`src/rtl/wb_arbiter_pkg.sv`:
```
// Shared types for the writeback arbiter: register select, data word and queued load entry.
package wb_arbiter_pkg;

  localparam int unsigned WORD_W   = 32;
  localparam int unsigned NUM_REGS = 32;
  localparam int unsigned REG_W    = 5;
  localparam int unsigned WB_DEPTH = 4;

  typedef logic [WORD_W-1:0] word_t;
  typedef logic [REG_W-1:0]  regbits_t;

  typedef struct packed {
    regbits_t wsel;
    word_t    wdat;
  } wb_entry_t;

  // Occupancy counter width; one extra bit so a full queue is representable.
  function automatic int unsigned cnt_width(input int unsigned depth);
    return $clog2(depth) + 1;
  endfunction

endpackage

```
`src/rtl/wb_arbiter_if.sv`:
```
// Writeback bus bundle: ALU/load producers and issue side in, register-file port and status out.
interface wb_arbiter_if
  import wb_arbiter_pkg::*;
#(
  parameter int unsigned DEPTH = WB_DEPTH,
  parameter int unsigned REGS  = NUM_REGS
);

  localparam int unsigned CNT_W = cnt_width(DEPTH);

  logic             alu_wen;
  regbits_t         alu_wsel;
  word_t            alu_wdat;
  logic             ld_valid;
  regbits_t         ld_wsel;
  word_t            ld_wdat;
  logic             ld_ready;
  logic             issue_ld;
  regbits_t         issue_wsel;
  logic [REGS-1:0]  busy;
  logic             WEN;
  regbits_t         wsel;
  word_t            wdat;
  logic [CNT_W-1:0] count;
  logic             ovf_err;

  modport slave (
    input  alu_wen, alu_wsel, alu_wdat,
    input  ld_valid, ld_wsel, ld_wdat,
    input  issue_ld, issue_wsel,
    output ld_ready, busy, WEN, wsel, wdat, count, ovf_err
  );

  modport master (
    output alu_wen, alu_wsel, alu_wdat,
    output ld_valid, ld_wsel, ld_wdat,
    output issue_ld, issue_wsel,
    input  ld_ready, busy, WEN, wsel, wdat, count, ovf_err
  );

endinterface

```
`src/rtl/wb_arbiter_fifo.sv`:
```
// In-order circular queue of load results; ready is registered and reflects only the stored count.
module wb_arbiter_fifo
  import wb_arbiter_pkg::*;
#(
  parameter int unsigned DEPTH = WB_DEPTH
) (
  input  logic                           clk,
  input  logic                           rst,
  input  logic                           push,
  input  logic                           pop,
  input  wb_entry_t                      din,
  output wb_entry_t                      head,
  output logic [cnt_width(DEPTH)-1:0]    count,
  output logic                           ready
);

  localparam int unsigned PTR_W = $clog2(DEPTH);
  localparam int unsigned CNT_W = cnt_width(DEPTH);

  wb_entry_t        mem [DEPTH];
  logic [PTR_W-1:0] head_ptr;
  logic [PTR_W-1:0] tail_ptr;
  logic [CNT_W-1:0] count_q;
  logic [CNT_W-1:0] count_d;
  logic             ready_q;

  always_comb begin
    count_d = count_q;
    case ({push, pop})
      2'b10:   count_d = count_q + CNT_W'(1);
      2'b01:   count_d = count_q - CNT_W'(1);
      default: count_d = count_q;
    endcase
  end

  // Storage carries no reset; validity is tracked by the pointers and count.
  always_ff @(posedge clk) begin
    if (push) mem[tail_ptr] <= din;
  end

  always_ff @(posedge clk) begin
    if (rst) begin
      head_ptr <= '0;
      tail_ptr <= '0;
      count_q  <= '0;
      ready_q  <= 1'b1;
    end else begin
      if (push) tail_ptr <= tail_ptr + PTR_W'(1);
      if (pop)  head_ptr <= head_ptr + PTR_W'(1);
      count_q <= count_d;
      ready_q <= (count_d < CNT_W'(DEPTH));
    end
  end

  assign head  = mem[head_ptr];
  assign count = count_q;
  assign ready = ready_q;

endmodule

```
`src/rtl/wb_arbiter.sv`:
```
// Writeback arbiter: merges ALU and load results onto one register-file write port,
// queuing colliding loads and tracking outstanding loads per register.
module wb_arbiter
  import wb_arbiter_pkg::*;
#(
  parameter int unsigned DEPTH = WB_DEPTH,
  parameter int unsigned REGS  = NUM_REGS
) (
  input  logic         CLK,
  input  logic         RST,
  wb_arbiter_if.slave  bus
);

  localparam int unsigned CNT_W = cnt_width(DEPTH);

  logic             alu_take;
  logic             ld_take;
  logic             fifo_empty;
  logic             fifo_ready;
  logic             push;
  logic             pop;
  logic             bypass;
  wb_entry_t        fifo_head;
  wb_entry_t        fifo_din;
  logic [CNT_W-1:0] fifo_count;

  logic             wen_q;
  logic             wen_ld_q;
  regbits_t         wsel_q;
  word_t            wdat_q;
  logic             ovf_q;
  logic [REGS-1:0]  busy_q;
  logic [REGS-1:0]  busy_d;

  // Port select: ALU first, then queue head, then a load bypass when the queue is empty.
  always_comb begin
    alu_take   = 1'b0;
    ld_take    = 1'b0;
    pop        = 1'b0;
    bypass     = 1'b0;
    push       = 1'b0;
    fifo_empty = (fifo_count == CNT_W'(0));

    alu_take = bus.alu_wen  && (bus.alu_wsel != '0);
    ld_take  = bus.ld_valid && (bus.ld_wsel  != '0);
    pop      = !alu_take && !fifo_empty;
    bypass   = !alu_take && fifo_empty && ld_take;
    push     = ld_take && fifo_ready && !bypass;
  end

  assign fifo_din = '{wsel: bus.ld_wsel, wdat: bus.ld_wdat};

  wb_arbiter_fifo #(.DEPTH(DEPTH)) u_fifo (
    .clk   (CLK),
    .rst   (RST),
    .push  (push),
    .pop   (pop),
    .din   (fifo_din),
    .head  (fifo_head),
    .count (fifo_count),
    .ready (fifo_ready)
  );

  // Clear lands one edge after the load's write cycle; a same-edge issue re-sets the bit.
  always_comb begin
    busy_d = busy_q;
    if (wen_q && wen_ld_q) busy_d[wsel_q] = 1'b0;
    if (bus.issue_ld && (bus.issue_wsel != '0)) busy_d[bus.issue_wsel] = 1'b1;
    busy_d[0] = 1'b0;
  end

  always_ff @(posedge CLK) begin
    if (RST) begin
      wen_q    <= 1'b0;
      wen_ld_q <= 1'b0;
      wsel_q   <= '0;
      wdat_q   <= '0;
      ovf_q    <= 1'b0;
      busy_q   <= '0;
    end else begin
      if (alu_take) begin
        wen_q    <= 1'b1;
        wen_ld_q <= 1'b0;
        wsel_q   <= bus.alu_wsel;
        wdat_q   <= bus.alu_wdat;
      end else if (pop) begin
        wen_q    <= 1'b1;
        wen_ld_q <= 1'b1;
        wsel_q   <= fifo_head.wsel;
        wdat_q   <= fifo_head.wdat;
      end else if (bypass) begin
        wen_q    <= 1'b1;
        wen_ld_q <= 1'b1;
        wsel_q   <= bus.ld_wsel;
        wdat_q   <= bus.ld_wdat;
      end else begin
        wen_q    <= 1'b0;
        wen_ld_q <= 1'b0;
      end
      if (bus.ld_valid && !fifo_ready) ovf_q <= 1'b1;
      busy_q <= busy_d;
    end
  end

  assign bus.WEN      = wen_q;
  assign bus.wsel     = wsel_q;
  assign bus.wdat     = wdat_q;
  assign bus.busy     = busy_q;
  assign bus.count    = fifo_count;
  assign bus.ld_ready = fifo_ready;
  assign bus.ovf_err  = ovf_q;

endmodule

```
`src/flat_wrapper.sv`:
```
// flat-port wrapper written by rule: the top's interface ports become plain ports
module wb_arbiter_flat import wb_arbiter_pkg::*;
#(
  parameter int unsigned DEPTH = WB_DEPTH,
  parameter int unsigned REGS  = NUM_REGS
)
  (CLK, RST, bus_alu_wen, bus_alu_wsel, bus_alu_wdat, bus_ld_valid, bus_ld_wsel, bus_ld_wdat, bus_issue_ld, bus_issue_wsel, bus_ld_ready, bus_busy, bus_WEN, bus_wsel, bus_wdat, bus_count, bus_ovf_err);
  wb_arbiter_if #(.DEPTH(DEPTH), .REGS(REGS)) bus_i ();
  input  logic CLK;
  input  logic RST;
  input wire logic [$bits(bus_i.alu_wen)-1:0] bus_alu_wen;
  input wire logic [$bits(bus_i.alu_wsel)-1:0] bus_alu_wsel;
  input wire logic [$bits(bus_i.alu_wdat)-1:0] bus_alu_wdat;
  input wire logic [$bits(bus_i.ld_valid)-1:0] bus_ld_valid;
  input wire logic [$bits(bus_i.ld_wsel)-1:0] bus_ld_wsel;
  input wire logic [$bits(bus_i.ld_wdat)-1:0] bus_ld_wdat;
  input wire logic [$bits(bus_i.issue_ld)-1:0] bus_issue_ld;
  input wire logic [$bits(bus_i.issue_wsel)-1:0] bus_issue_wsel;
  output wire logic [$bits(bus_i.ld_ready)-1:0] bus_ld_ready;
  output wire logic [$bits(bus_i.busy)-1:0] bus_busy;
  output wire logic [$bits(bus_i.WEN)-1:0] bus_WEN;
  output wire logic [$bits(bus_i.wsel)-1:0] bus_wsel;
  output wire logic [$bits(bus_i.wdat)-1:0] bus_wdat;
  output wire logic [$bits(bus_i.count)-1:0] bus_count;
  output wire logic [$bits(bus_i.ovf_err)-1:0] bus_ovf_err;
  assign bus_i.alu_wen = bus_alu_wen;
  assign bus_i.alu_wsel = bus_alu_wsel;
  assign bus_i.alu_wdat = bus_alu_wdat;
  assign bus_i.ld_valid = bus_ld_valid;
  assign bus_i.ld_wsel = bus_ld_wsel;
  assign bus_i.ld_wdat = bus_ld_wdat;
  assign bus_i.issue_ld = bus_issue_ld;
  assign bus_i.issue_wsel = bus_issue_wsel;
  assign bus_ld_ready = bus_i.ld_ready;
  assign bus_busy = bus_i.busy;
  assign bus_WEN = bus_i.WEN;
  assign bus_wsel = bus_i.wsel;
  assign bus_wdat = bus_i.wdat;
  assign bus_count = bus_i.count;
  assign bus_ovf_err = bus_i.ovf_err;
  wb_arbiter #(.DEPTH(DEPTH), .REGS(REGS)) u_core (.CLK(CLK), .RST(RST), .bus(bus_i));
endmodule
```
`config.mk`:
```
export PLATFORM = sky130hd
export DESIGN_NAME = wb_arbiter_flat
export DESIGN_NICKNAME = d
export VERILOG_FILES = /design/src/rtl/wb_arbiter_pkg.sv /design/src/rtl/wb_arbiter_if.sv /design/src/rtl/wb_arbiter_fifo.sv /design/src/rtl/wb_arbiter.sv /design/src/flat_wrapper.sv
export SDC_FILE = /design/constraint.sdc
export NUM_CORES = 1
export LEC_CHECK = 0
export ABC_AREA = 1
export CAP_MARGIN = 20
export CORE_MARGIN = 4
export CORE_UTILIZATION = 35
export CTS_CLUSTER_DIAMETER = 30
export CTS_CLUSTER_SIZE = 12
export DETAILED_ROUTE_END_ITERATION = 7
export GPL_ROUTABILITY_DRIVEN = 0
export GPL_TIMING_DRIVEN = 1
export PLACE_DENSITY = 0.6
export SYNTH_ARGS = -nofsm -noshare
export SYNTH_HDL_FRONTEND = slang
export SYNTH_SLANG_ARGS = --single-unit
export TNS_END_PERCENT = 50
```
`constraint.sdc`:
```
create_clock -name CLK -period 5.45 [get_ports CLK]
set_input_delay 0.8175 -clock CLK [delete_from_list [all_inputs] [get_ports CLK]]
set_output_delay 0.8175 -clock CLK [all_outputs]
set_load 0.01 [all_outputs]
```
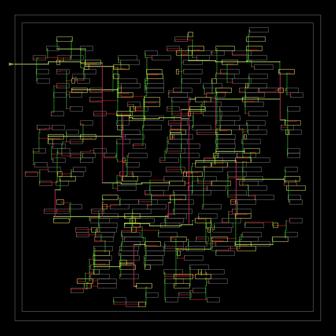
(clock routing)
insertion delay at the late pin of the worst-skew pair: 540 ps
Worst Clk Skew: 11.97 ps
CTS buffer count: 51
Clk. pwr: 3.09 mW
clk sinks: 229

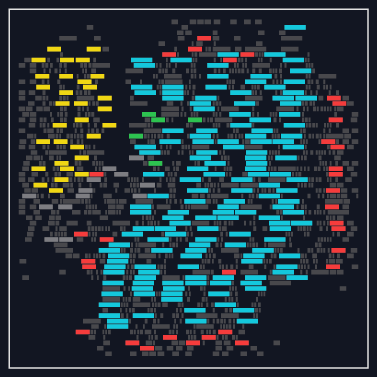
(sequential cells colored by netlist name)
(2 px per µm)
| netlist name | color | sequential cells |
|---|---|---|
| `u_core.bus.busy` | yellow | 31 |
| `u_core.bus.wdat` | red | 32 |
| `u_core.u_fifo.mem` | cyan | 148 |
| `u_core.bus.wsel` | green | 5 |
not colored: 13

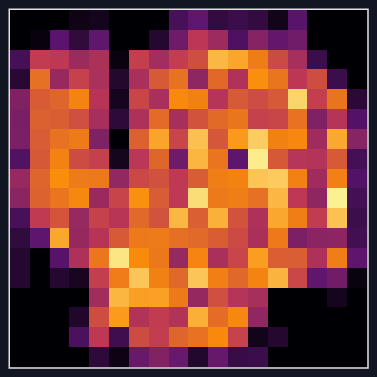
(local utilization)
(2 px per µm) 18 x 18 tiles, from black (low) to pale yellow (high), 0 to 100% covered.
nearly empty tiles: 16%
mean over tiles: 42%
densest ninth of the die: middle
fullest tile: 97%
tiles over 75% full: 10%
final core occ: 48.38%
core utilization at floorplan: 35.52%
core box area: 0.02870 mm²

==> results.cfg <==
; physical design summary
[final_layout]
largest_reg_flops = 148
final_cells = 1779
fin_nets = 1442
n_antenna_cell = 0
drive_above_1_share_pct = 8.459

[timing]
whs_ps = 480.8
rsz0062_at_grt = no
setup_viol = 0
relSlewSlack_pct = 22.68
hold_viol = 0
finalSetupTns_ps = 0
timing.fmax_mhz = 311.9
finalClockPeriodUsage_pct = 58.83
period_needed_ps = 3206

[cts]
htreeDepth = 2
clock_path_buffers = 3
clock-root-buffer = clkbuf_16
ctsResizeCount = 0
clkSlewWorstSetupHoldPaths_ps = 50
hold_buffers = 0

[yosys]
synth-xor-area-share_pct = 0.2577
ys.flop_type = edfxtp_1
synthMuxAreaShare_pct = 0
fp_nets = 1277
ys_warn_count = 0
post_synth.cell_area_avg_um2 = 8.589
top_cell_area_share_pct = 43.59
syn_area_mm2 = 0.01019
ys_sh_aoi_pct = 5.560
synth-seq-cells = 229
logic_family = simple AND/OR/NAND/NOR gates
ys_types = 29
ys_area_mm2 = 0.01019
ys_top_cells_by_count = nand2_1 (335), inv_1 (170), nand3_1 (162)
top_cell = nand2_1
yosysTopAreaCell = edfxtp_1
synthAdderAreaFrac_pct = 0.8100
synth-edff-count = 148

[drt]
drtAntennaViolNets = 0
met1Wirelength_um = 12830
avgViaCountPerCell = 4.675
wirelength_um = 27950
wl_met3_um = 2264
drtIter0Drc = 502
drc = 0
wl_met2_um = 12440
first_pass_iters = 5

[power]
pwr_density_cell_mw_per_mm2 = 491.7
internal_power_mw = 4.722
swShare_pct = 30.85
vdd_drop_max_mv = 0.2424
p_comb_share_pct = 22.7
p_clk_share_pct = 45.2
p_leak_nw = 5.987
largestPowerGroup = the clock network
p_seq_mw = 2.19

[run]
drv_cap = 0
warning_count = 29

[setup_path]
critPathTopFamily = simple AND/OR/NAND/NOR gates
end_kind = flop
path_class = input port to flop
crit_slowest_cell = nor2_4
r2r_slack_ps = 2350
crit_chain = clkdlybuf4s50_1 > nor2_1 > nand3b_1 > nand2_1 > nor2_1 > nand2_2 > nor2_4 > buf_4
start_kind = input port
crit_path_end = u_core.u_fifo.mem[3][1]$_DFFE_PP_
crit_cells = 8
crit_required_ps = 5670
cp.buffers_inverters = 2

[floorplan]
dieArea_mm2 = 0.03192
die_w_um = 178.7
ios = 159
die_h_um = 178.7
std_cell_rows = 62

[global_routing]
grt_busiest_layer = met2
grt_pass1_wl_um = 44150
grt_max_degree = 75
met1_usage_pct = 24.04
use_met3_pct = 5.251
antenna_found_initial = 1
grt_usage_pct = 17.49

[place]
dp.cells = 1683
placed_area_mm2 = 0.01212
post-place-ws_ps = 1645
portBuffers = 157

[worst_hold_path]
min_path_cells = 2
hold_path_class = flop to flop
hold_start = u_core.bus.busy[17]$_SDFF_PP0_

[outcome]
status = completed
==> cells in the final DEF, fill, tap and decap left out, types with 4 or more instances in the layout <==
cell and n:
a21oi_1 38, buf_4 12, bufinv_16 6, clkbuf_16 53, clkdlybuf4s50_1 157, clkinv_1 5, clkinv_2 6, clkinvlp_4 11
dfxtp_1 79, edfxtp_1 148, ha_1 5, inv_1 169, inv_2 4, inv_6 6, inv_8 4, nand2_1 335
nand3_1 162, nor2_1 83, nor2_4 4, nor3_1 13, o21ai_0 66, o21ai_1 6
==> layout make-up <==
type | count | area [µm²]
Clock buffer | 55 | 1334
Clock inverter | 41 | 432.9
Fill cell | 2707 | 14820
Inverter | 173 | 649.4
Multi-Input combinational cell | 727 | 3241
Sequential cell | 229 | 6068
Tap cell | 384 | 480.5
Timing Repair Buffer | 170 | 1682
Power figures rest on the tool's default switching activity, not on a simulated workload.
